===== src/rtl/ps2_pkg.sv =====
// rtl/ps2_pkg.sv - shared types and constants for the PS/2 receive scheduler
package ps2_pkg;

  localparam logic [7:0] PS2_PREFIX_EXT = 8'hE0;
  localparam logic [7:0] PS2_PREFIX_BRK = 8'hF0;

  typedef struct packed {
    logic       ext;
    logic       brk;
    logic [7:0] code;
  } ps2_evt_t;

  typedef enum logic [1:0] {
    PFX_IDLE    = 2'd0,
    PFX_EXT     = 2'd1,
    PFX_BRK     = 2'd2,
    PFX_EXT_BRK = 2'd3
  } pfx_state_e;

  typedef enum logic {
    INH_RUN  = 1'b0,
    INH_HOLD = 1'b1
  } inh_state_e;

  function automatic ps2_evt_t make_evt(input pfx_state_e st, input logic [7:0] code);
    ps2_evt_t e;
    e.ext  = (st == PFX_EXT) || (st == PFX_EXT_BRK);
    e.brk  = (st == PFX_BRK) || (st == PFX_EXT_BRK);
    e.code = code;
    return e;
  endfunction

endpackage


===== src/rtl/ps2_evt_fifo.sv =====
// rtl/ps2_evt_fifo.sv - first-word-fall-through event FIFO, head taken from storage registers
module ps2_evt_fifo
  import ps2_pkg::*;
#(
  parameter int DEPTH = 4,
  localparam int CW = $clog2(DEPTH + 1),
  localparam int PW = $clog2(DEPTH)
) (
  input  logic          clk,
  input  logic          rst_n,
  input  logic          push_i,
  input  ps2_evt_t      wdata_i,
  input  logic          pop_i,
  output ps2_evt_t      head_o,
  output logic [CW-1:0] count_o,
  output logic          full_o,
  output logic          empty_o
);

  ps2_evt_t      mem_q [DEPTH];
  logic [PW-1:0] wr_ptr_q, wr_ptr_d;
  logic [PW-1:0] rd_ptr_q, rd_ptr_d;
  logic [CW-1:0] count_q, count_d;
  logic          do_push, do_pop;

  assign full_o  = (count_q == CW'(DEPTH));
  assign empty_o = (count_q == '0);

  // When full, a simultaneous pop frees the slot the write lands in.
  assign do_pop  = pop_i && !empty_o;
  assign do_push = push_i && (!full_o || do_pop);

  always_comb begin
    wr_ptr_d = wr_ptr_q;
    rd_ptr_d = rd_ptr_q;
    count_d  = count_q;
    if (do_push) wr_ptr_d = wr_ptr_q + PW'(1);
    if (do_pop)  rd_ptr_d = rd_ptr_q + PW'(1);
    case ({do_push, do_pop})
      2'b10:   count_d = count_q + CW'(1);
      2'b01:   count_d = count_q - CW'(1);
      default: count_d = count_q;
    endcase
  end

  always_ff @(posedge clk or negedge rst_n) begin
    if (!rst_n) begin
      for (int i = 0; i < DEPTH; i++) mem_q[i] <= '0;
      wr_ptr_q <= '0;
      rd_ptr_q <= '0;
      count_q  <= '0;
    end else begin
      if (do_push) mem_q[wr_ptr_q] <= wdata_i;
      wr_ptr_q <= wr_ptr_d;
      rd_ptr_q <= rd_ptr_d;
      count_q  <= count_d;
    end
  end

  assign head_o  = mem_q[rd_ptr_q];
  assign count_o = count_q;

endmodule


===== src/rtl/ps2_rx_scheduler.sv =====
// rtl/ps2_rx_scheduler.sv - folds E0/F0 prefixes into key events, buffers them, throttles the keyboard clock
module ps2_rx_scheduler
  import ps2_pkg::*;
#(
  parameter int DEPTH       = 4,
  parameter int INHIBIT_MIN = 1200,
  localparam int CW = $clog2(DEPTH + 1),
  localparam int HW = $clog2(INHIBIT_MIN + 1)
) (
  input  logic          clk,
  input  logic          rst_n,
  input  logic [7:0]    rx_byte,
  input  logic          rx_valid,
  input  logic          rx_err,
  output logic [7:0]    evt_code,
  output logic          evt_ext,
  output logic          evt_break,
  output logic          evt_valid,
  input  logic          evt_ready,
  output logic [CW-1:0] evt_count,
  output logic          overflow,
  input  logic          clr_ovf,
  output logic          ps2_clk_inhibit
);

  pfx_state_e    pfx_q, pfx_d;
  inh_state_e    inh_q, inh_d;
  logic [HW-1:0] hold_q, hold_d;
  logic          ovf_q, ovf_d;

  logic          evt_push;
  ps2_evt_t      evt_data;
  ps2_evt_t      head;
  logic          fifo_full, fifo_empty;
  logic          pop;
  logic [CW-1:0] count;

  always_comb begin
    pfx_d    = pfx_q;
    evt_push = 1'b0;
    evt_data = make_evt(pfx_q, rx_byte);
    if (rx_err) begin
      pfx_d = PFX_IDLE;
    end else if (rx_valid) begin
      if (rx_byte == PS2_PREFIX_EXT) begin
        case (pfx_q)
          PFX_IDLE: pfx_d = PFX_EXT;
          PFX_BRK:  pfx_d = PFX_EXT_BRK;
          default:  pfx_d = pfx_q;
        endcase
      end else if (rx_byte == PS2_PREFIX_BRK) begin
        case (pfx_q)
          PFX_IDLE: pfx_d = PFX_BRK;
          PFX_EXT:  pfx_d = PFX_EXT_BRK;
          default:  pfx_d = pfx_q;
        endcase
      end else begin
        evt_push = 1'b1;
        pfx_d    = PFX_IDLE;
      end
    end
  end

  assign pop = !fifo_empty && evt_ready;

  ps2_evt_fifo #(.DEPTH(DEPTH)) u_fifo (
    .clk     (clk),
    .rst_n   (rst_n),
    .push_i  (evt_push),
    .wdata_i (evt_data),
    .pop_i   (pop),
    .head_o  (head),
    .count_o (count),
    .full_o  (fifo_full),
    .empty_o (fifo_empty)
  );

  // A set in the same cycle as a clear must survive.
  always_comb begin
    ovf_d = ovf_q;
    if (evt_push && fifo_full && !pop) ovf_d = 1'b1;
    else if (clr_ovf)                  ovf_d = 1'b0;
  end

  // Threshold DEPTH-1 leaves room for a byte the keyboard already has in flight.
  always_comb begin
    inh_d  = inh_q;
    hold_d = hold_q;
    case (inh_q)
      INH_RUN: begin
        if (count >= CW'(DEPTH - 1)) begin
          inh_d  = INH_HOLD;
          hold_d = '0;
        end
      end
      INH_HOLD: begin
        if (hold_q == HW'(INHIBIT_MIN)) begin
          if (count <= CW'(DEPTH / 2)) inh_d = INH_RUN;
        end else begin
          hold_d = hold_q + HW'(1);
        end
      end
      default: inh_d = INH_RUN;
    endcase
  end

  always_ff @(posedge clk or negedge rst_n) begin
    if (!rst_n) begin
      pfx_q  <= PFX_IDLE;
      inh_q  <= INH_RUN;
      hold_q <= '0;
      ovf_q  <= 1'b0;
    end else begin
      pfx_q  <= pfx_d;
      inh_q  <= inh_d;
      hold_q <= hold_d;
      ovf_q  <= ovf_d;
    end
  end

  assign evt_code        = head.code;
  assign evt_ext         = head.ext;
  assign evt_break       = head.brk;
  assign evt_valid       = !fifo_empty;
  assign evt_count       = count;
  assign overflow        = ovf_q;
  assign ps2_clk_inhibit = (inh_q == INH_HOLD);

endmodule

===== config.mk =====
export PLATFORM = sky130hd
export DESIGN_NAME = ps2_rx_scheduler
export DESIGN_NICKNAME = d
export VERILOG_FILES = /design/src/rtl/ps2_pkg.sv /design/src/rtl/ps2_evt_fifo.sv /design/src/rtl/ps2_rx_scheduler.sv
export SDC_FILE = /design/constraint.sdc
export NUM_CORES = 1
export LEC_CHECK = 0
export ABC_AREA = 1
export CORE_MARGIN = 5
export CORE_UTILIZATION = 54
export CTS_BUF_LIST = sky130_fd_sc_hd__clkbuf_8
export DETAILED_ROUTE_END_ITERATION = 10
export PLACE_DENSITY = 0.86
export RECOVER_POWER = 50
export SLEW_MARGIN = 15
export SYNTH_ARGS = -nofsm -noshare
export SYNTH_HDL_FRONTEND = slang
export SYNTH_HIERARCHICAL = 1
export SYNTH_SLANG_ARGS = --single-unit

===== constraint.sdc =====
create_clock -name clk -period 2.2 [get_ports clk]
set_clock_uncertainty 0.05 [all_clocks]
set_input_delay 0.44 -clock clk [delete_from_list [all_inputs] [get_ports clk]]
set_output_delay 0.44 -clock clk [all_outputs]
set_load 0.02 [all_outputs]

==> images/met1.png <==
Scale: 4 px per µm. Cells faint in the background.
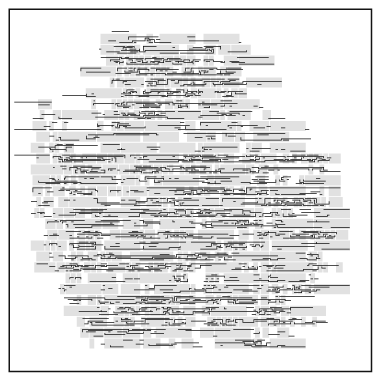
nets with wire on the layer = 465
share of all routed wire = 42%

==> results.cfg <==
; generated from flow reports
[run]
drv_cap = 0

[global_route]
grt_max_degree = 48
grt_pass1_wl_um = 15000
grt.busiest_layer = met2

[floorplanning]
ios = 30
die_w_um = 90.2

[place]
port_buffers = 29

[synthesis]
mux_share_pct = 0
numSynthFlops = 62
ys.flop_type = dfrtp_1
top_cell_area_share_pct = 44.7
edf_count = 0
ys_sh_adder_pct = 3.10
ys_seq_share_pct = 44.7
top_area_cell = dfrtp_1
topCellsByArea = dfrtp_1 45%, nand2_1 14%, nand4_1 7.4%
floorplan.nets = 453
xor_share_pct = 1.26
syn_inst = 431
synthArstFlopShare_pct = 100

[cts]
cts_max_level = 3
cts.clk_slew.worst_paths_ns = 0.07
clock_sinks = 62
hold_buffers = 1

[routing]
drt_iter0_drc = 300
dr.pass1.iters = 5
viasPerCell = 5.78
wire_per_inst_um = 15.6

[setup_path]
cp_cell_sequence = buf_6, o21ai_0, o22ai_1, clkdlybuf4s15_1
critical-path-top-delay-family = buffers and inverters
cp.arrival_ns = 1.65

[cells_and_area]
insertedDiodeCount = 0

[run_status]
status = finished clean

[timing]
drv_slew = 0
fin_crit_ns = 2.14

[power]
power.leakage_nw = 2.18
==> images/met2.png <==
Scale: 4 px per µm.
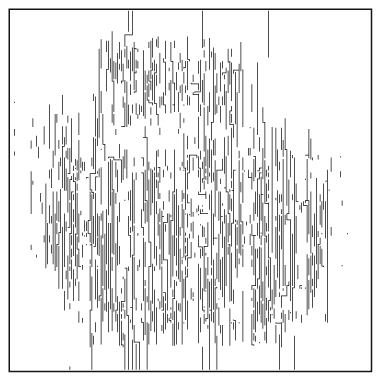
wire length on this layer = 4,230 µm
longest straight run = 38.1 µm
nets with wire on the layer = 411
share of all routed wire = 48%
main direction = vertical
GRT met2 Usage: 36.1%
WL final: 8830 µm
via count: 3,277

logic make-up (layout without fill, tap and decap cells):
| logic type | after synthesis | in the layout |
|---|---|---|
| flops | 62 | 62 |
| buf+inv | 59 | 118 |
| compound gates | 45 | 45 |
| xor+xnor | 5 | 5 |
| fa+ha+maj | 8 | 8 |
| simple gates | 252 | 252 |
metal layers:
metal,up-vias,wire [µm],part of all wire [%]
met4,0,331,3.7
met1,1557,3680,42
li1,1536,-,-
met2,150,4230,48
met3,34,587,6.6
met5,-,0,0
state kept, by name, indices dropped and copies added, names as in the netlist:
signal           cells
u_fifo/rd_ptr_q      2
u_fifo/mem_q        40
u_fifo/wr_ptr_q      2
ps2_clk_inhibit      1
hold_q              11
pfx_q                2
overflow             1
u_fifo/count_o       3
metrics by stage:
step | total power [mW] | utilization [%] | cell area, µm² | instances | setup slack, ns
3_3_place_gp | 4.46 | 63.0 | 3980 | 547 | -0.375
4_1_cts | 5.65 | 67.0 | 4230 | 566 | 0.00663
3_5_place_dp | 4.57 | 63.0 | 3980 | 547 | -0.458
5_1_grt | 6.12 | 67.7 | 4280 | 567 | 0.00174
6_report | 5.71 | 67.7 | 4280 | 567 | 0.0568
2_1_floorplan | 3.58 | - | 3490 | 431 | 0.0233
final timing paths:
| kind | cells past startpoint | endpoint | start |
|---|---|---|---|
| worst max-delay path | 4 | evt_break | u_fifo/rd_ptr_q[0]$_DFFE_PN0P_ |
| worst min-delay path | 2 | u_fifo/mem_q[18]$_DFFE_PN0P_ | u_fifo/mem_q[18]$_DFFE_PN0P_ |
| worst max register to register | 13 | u_fifo/count_o[2]$_DFFE_PN0P_ | u_fifo/count_o[0]$_DFFE_PN0P_ |
| worst min register to register | 2 | u_fifo/mem_q[18]$_DFFE_PN0P_ | u_fifo/mem_q[18]$_DFFE_PN0P_ |
| max in group asynchronous | 3 | hold_q[2]$_DFFE_PN0P_ | rst_n |
| min in group asynchronous | 2 | u_fifo/wr_ptr_q[1]$_DFFE_PN0P_ | rst_n |
power breakdown:
part / leakage [nW] / internal [mW] / switching [mW]
sequential: 0.783 / 1.56 / 0.327
clock: 0.116 / 0.699 / 0.466
combinational: 1.28 / 1.03 / 1.63
layout by cell type (no fill, tap or decap), types with 3 or more instances in the layout:
cell	synthesis	routed
ha_1	7	6
nand3b_1	4	4
nand3_4	4	4
inv_2	2	3
nor2_1	38	34
dlygate4sd2_1	0	6
o22ai_1	10	10
nand4_1	41	41
nor2_4	0	5
o21ai_0	13	14
dlymetal6s2s_1	0	7
nor2_2	4	3
clkbuf_2	0	3
inv_1	34	32
clkbuf_8	0	11
xor2_1	3	3
clkdlybuf4s50_1	0	10
nand2_2	1	10
o21ai_1	10	11
dfrtp_1	62	59
o21ai_2	9	7
dfrtp_2	0	3
nand2_1	133	124
buf_4	1	33
nand3_2	4	4
nand3_1	19	19
cell type report:
| type | count | area, µm² |
|---|---|---|
| Inverter | 36 | 138 |
| Tap cell | 77 | 96.3 |
| Multi-Input combinational cell | 310 | 1680 |
| Fill cell | 495 | 2040 |
| Clock inverter | 5 | 81.3 |
| Clock buffer | 11 | 151 |
| Timing Repair Buffer | 66 | 572 |
| Sequential cell | 62 | 1560 |
Power and IR drop assume default switching activity.
